Design sram_zeroizer, sky130hd; sources not shown.
### Signal wires by layer, run 1

Two of the layers only.
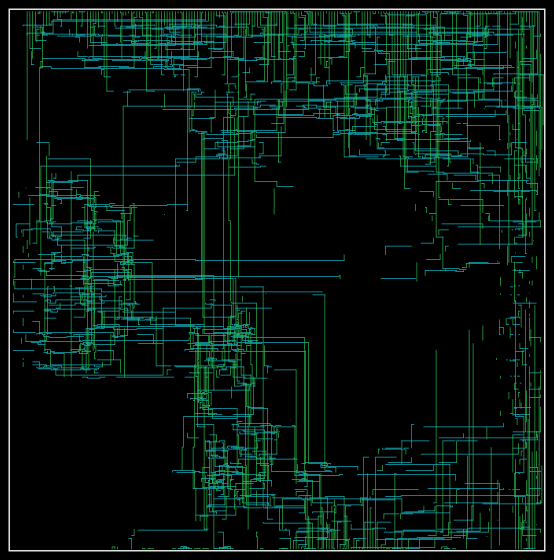
[cyan] metal 1 | wire length: 8,250 um
[green] metal 2 | wire length: 8,970 um
routed wire length per instance: 16.94 um
Detailed Route WL: 19,550 um
gr usage total: 11.32%

### Selected gate families, run 1

Bar = 50 um.
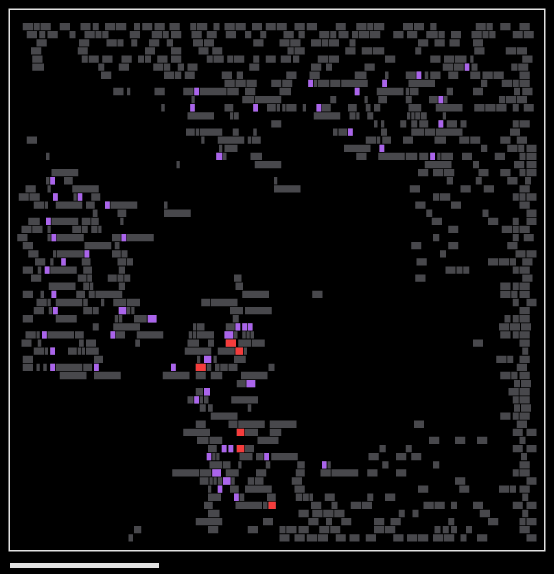
[red] AND-OR and OR-AND gates | cells: 6 | where: bottom center
[purple] inverting AOI/OAI gates | cells: 52 | where: widely spread
number of standard cells in the final layout excluding fillers: 1,154
Top cell excl fill/tap: clkdlybuf4s50_1
fraction of area in multi-input gates: 33.92%

### Clock routing, run 1

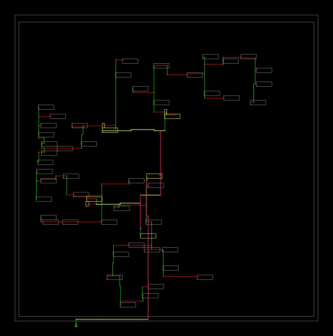
largest clock skew in the final design: 0.009476 ns
power in the clock group: 239 uW
count of clock tree sinks: 47
clock latency reported for the late side of the worst-skew pair: 0.30 ns
number of flip-flops and latches: 47

==> impl_metrics.json, run 1 <==
{
  "synth_sequential_area_ratio_pct": 26.25,
  "holdPathStages": 1,
  "final_max_slew_viol_count": 0,
  "synth.cells.most_frequent": "97 x and2_1, 84 x buf_4, 51 x nand2_1, 47 x dfrtp_1, 32 x xnor2_1",
  "place_worst_setup_slack_ns": 3.563,
  "use_met1_pct": 13.95,
  "num_rows": 64,
  "simple_gate_area_share_pct": 32.14,
  "synthAdderAreaFrac_pct": 4.077,
  "cp.buffers_inverters": 2,
  "clock_tree.buffer_depth": 2,
  "grt_remaining_overflow": 0,
  "wl_met2_um": 8965,
  "busiest_layer": "met2",
  "setup.worst_path.end_class": "output pin",
  "max-vdd-ir-drop_mv": 0.1855,
  "drc_errors": 0,
  "tritoncts": "done",
  "floorplanUtilization_pct": 14.76,
  "post-route-period-util_pct": 49.75,
  "cp-start-kind": "flop",
  "met3_usage_in_global_routing_pct": 4.314,
  "fp.dieH_um": 181,
  "synth-main-ff-cell": "dfrtp_1",
  "floorplan.io_pins": 460,
  "worst_pin_slew_ns": 0.8638,
  "met3RoutedLength_um": 2077,
  "dp.final_hpwl_um": 16370,
  "rr_worst_depth": 11,
  "detailedRoute.firstIterationViolations": 143,
  "synth.cellmix.compoundShare_pct": 7.484,
  "final_util_pct": 24.77,
  "vias_per_cell": 3.785,
  "synth_largest_type_area_fraction_pct": 26.25,
  "setup-tns-final_ns": 0,
  "area_delta_synth_final_pct": 67.77,
  "rsz_0062_raised_after_global_routing": "false",
  "first_global_vias": 4162,
  "crit_required_ns": 6.54,
  "status": "finished, final reports clean",
  "filler_cell_count": 3313,
  "achievable_clock_frequency_mhz": 276.5,
  "cell_area_synth_sq_mm": 0.004481,
  "postSynthAreaPerCell_sq_um": 8.221,
  "cts_repair_resize_count": 0,
  "hold_buffers": 0,
  "dpl_cell_area_sq_mm": 0.007377,
  "syn-num-nets": 806,
  "stage_log_warnings": 32,
  "yosysWarnings": 0,
  "worst_hold_path_type": "reg2reg",
  "worstSetupPathDepth": 4,
  "comb_area_sq_mm": 0.002550,
  "final_stage_net_count": 1017,
  "final-seq-area_sq_mm": 0.001176,
  "worstSetupPathType": "reg2out",
  "antenna_found_initial": 6,
  "setup_slack_ns": 3.653,
  "synth.logic.top_family": "simple AND/OR/NAND/NOR gates",
  "maxUsedRoutingLayer": "met5",
  "layout.cell_area.non_filler_sq_mm": 0.007517,
  "fp.dieArea_sq_mm": 0.03240,
  "longest_individual_stage_delay_on_the_worst_path_ns": 0.72,
  "coreArea_sq_mm": 0.03035,
  "ys_area_sq_mm": 0.004481,
  "netlist.top_cell.by_area": "dfrtp_1",
  "layout-drive-gt1-share_pct": 5.284,
  "worst_setup_hold_path_clk_slew_ns": 0.07,
  "routability_congestion": 0.7489,
  "grt_first_pass_wirelength_um": 27190,
  "cts_htree_levels": 2,
  "post_cts.repair.setup_buffers": 0
}
[run 1: cells in the final DEF (no fill, tap or decap), drive strengths merged, types with 13 or more instances in the layout]
master,Yosys,routed
nand2b,15,15
dfrtp,47,47
xnor2,32,32
nor2,18,18
clkdlybuf4s50,0,306
nand2,51,51
o21ai,35,35
ha,13,13
mux2,19,19
nor4,16,16
and2,97,97
[run 1: area by class of cell]
cell class                      instances  area share, %
Timing Repair Buffer                  312          41.48
Clock inverter                          1        0.06658
Sequential cell                        47          15.65
Tap cell                              396          6.591
Inverter                               10         0.4993
Antenna cell                            1        0.03329
Clock buffer                            7          1.764
Multi-Input combinational cell        380          33.92
[run 1: where the power goes]
part           switching [uW]  internal (uW)  total (uW)
Combinational            1660            958        2620
Clock                     111            128         239
Sequential                157            387         545
==> run 2, diff against run 1 <==
--- a/config.mk
+++ b/config.mk
@@ -6,10 +6,10 @@
 export NUM_CORES = 1
 export LEC_CHECK = 0
 export CAP_MARGIN = 30
-export CORE_AREA = 2 2 177 179
+export CORE_AREA = 2 2 178 180
 export DETAILED_ROUTE_END_ITERATION = 16
-export DIE_AREA = 0 0 179 181
-export PLACE_DENSITY = 0.48
+export DIE_AREA = 0 0 180 182
+export PLACE_DENSITY = 0.47
 export SLEW_MARGIN = 5
 export SYNTH_ARGS = -nofsm -noshare
 export SYNTH_HDL_FRONTEND = slang
==> constraint.sdc (replaced) <==
create_clock -name clk_i -period 3.67 [get_ports clk_i]
set_input_delay 0.367 -clock clk_i [delete_from_list [all_inputs] [get_ports clk_i]]
set_output_delay 0.367 -clock clk_i [all_outputs]
set_load 0.05 [all_outputs]
### Selected gate families, run 2

Bar = 50 um.
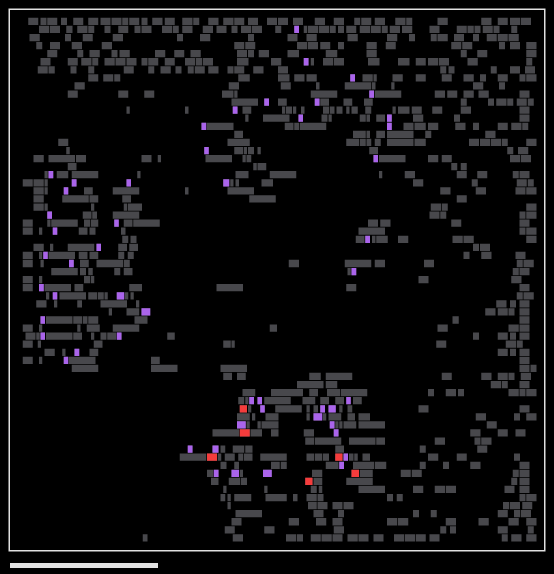
number of standard cells in the final layout excluding fillers: 1,160
fraction of area in multi-input gates: 33.69%

### Signal wires by layer, run 2

Two of the layers only.
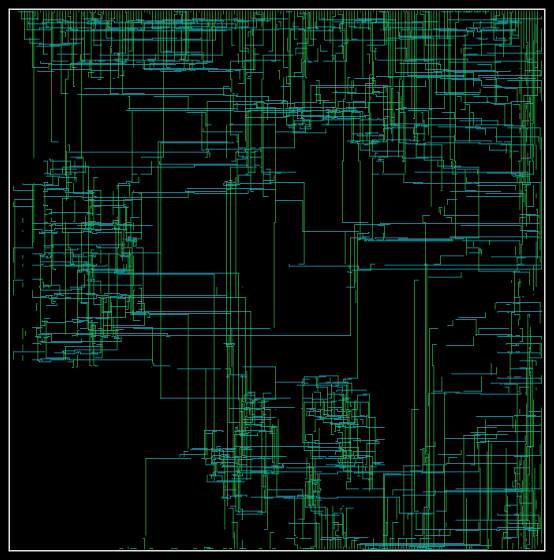
[cyan] metal 1 | wire length: 8,430 um
[green] metal 2 | wire length: 9,630 um
Detailed Route WL: 20,230 um
routed via count: 4,326
gr usage total: 11.79%
routed wire length per instance: 17.44 um

==> impl_metrics.json, run 2 <==
{
  "comb.multi_input.count": 380,
  "cp.buffers_inverters": 2,
  "final_stage_net_count": 1018,
  "status": "finished, final reports clean",
  "synth-main-ff-cell": "dfrtp_1",
  "taps": 402,
  "synth.logic.top_family": "simple AND/OR/NAND/NOR gates",
  "dpl_cell_area_sq_mm": 0.007392,
  "antenna_found_initial": 0,
  "hold_buffers": 0,
  "clkbuf_count": 6,
  "detailedRoute.firstIterationViolations": 99,
  "postSynthAreaPerCell_sq_um": 8.221,
  "simple_gate_area_share_pct": 32.14,
  "cp-start-kind": "flop",
  "synthAdderAreaFrac_pct": 4.077,
  "vias_per_cell": 3.729,
  "cts_num_sinks": 47,
  "synth.cellmix.compoundShare_pct": 7.484,
  "cts_htree_levels": 2,
  "dp.final_hpwl_um": 16880,
  "post-route-period-util_pct": 85.24,
  "fp.dieArea_sq_mm": 0.03276,
  "worst_pin_slew_ns": 0.6132,
  "floorplan.io_pins": 460,
  "largest_cell_class": "buffers",
  "synth_largest_type_area_fraction_pct": 26.25,
  "crit_required_ns": 3.30,
  "clock_tree.buffer_depth": 2,
  "final-seq-area_sq_mm": 0.001176,
  "coreArea_sq_mm": 0.03099,
  "ys_area_sq_mm": 0.004481,
  "setup.worst_path.end_class": "output pin",
  "yosysWarnings": 0,
  "max-vdd-ir-drop_mv": 0.3707,
  "netlist.top_cell.by_area": "dfrtp_1",
  "power.clock.fraction_pct": 8.4,
  "rsz_0062_raised_after_global_routing": "false",
  "layout.cells.most_common_list": "306 x clkdlybuf4s50_1, 96 x and2_1, 51 x nand2_1",
  "setup-tns-final_ns": 0,
  "antenna_cell_count": 0,
  "tritoncts": "done",
  "cts_repair_resize_count": 0,
  "routability_congestion": 0.7214,
  "clock_insertion_delay_worst_skew_ns": 0.31,
  "finClkSkew_ns": 0.01071,
  "worst_hold_path_type": "in2async",
  "place_worst_setup_slack_ns": 0.3761,
  "layout_top_cell_excl_fill_tap": "clkdlybuf4s50_1",
  "fp.dieH_um": 182,
  "longest_individual_stage_delay_on_the_worst_path_ns": 0.87,
  "synth_sequential_area_ratio_pct": 26.25,
  "area_delta_synth_final_pct": 68.95,
  "power.combinational.fraction_pct": 75.8,
  "final_max_slew_viol_count": 0,
  "worstSetupPathType": "reg2out",
  "rr_worst_depth": 10,
  "seq-cell-share_pct": 15.54,
  "synth.cells.most_frequent": "97 x and2_1, 84 x buf_4, 51 x nand2_1, 47 x dfrtp_1, 32 x xnor2_1",
  "filler_cell_count": 3365,
  "clock_cell_area_share_pct": 2.347,
  "pwr-share-seq_pct": 15.7
}
-- run 2: metal layers --
layer	track usage, %	vias to the layer above	part of all wire [%]
met5	0	-	0
met4	5.041	0	3.1
met3	3.690	16	7.7
met2	19.60	211	48
met1	14.01	1942	42
li1	-	2157	-
-- run 2: power by group through the flow --
stage | registers [uW] | clock network, uW | logic, uW
finish | 1080 | 576 | 5190
floorplan | 984 | 0 | 3820
CTS | 1080 | 603 | 5250
global route | 1130 | 620 | 5510
global placement | 1090 | 0 | 5230
detailed placement | 1090 | 0 | 5240
-- run 2: per-stage QoR --
stage,util [%],instances
2_1_floorplan,-,545
3_3_place_gp,23.86,1152
3_5_place_dp,23.86,1152
4_1_cts,24.43,1160
5_1_grt,24.43,1160
6_report,24.43,1160
Power and IR drop assume default switching activity.
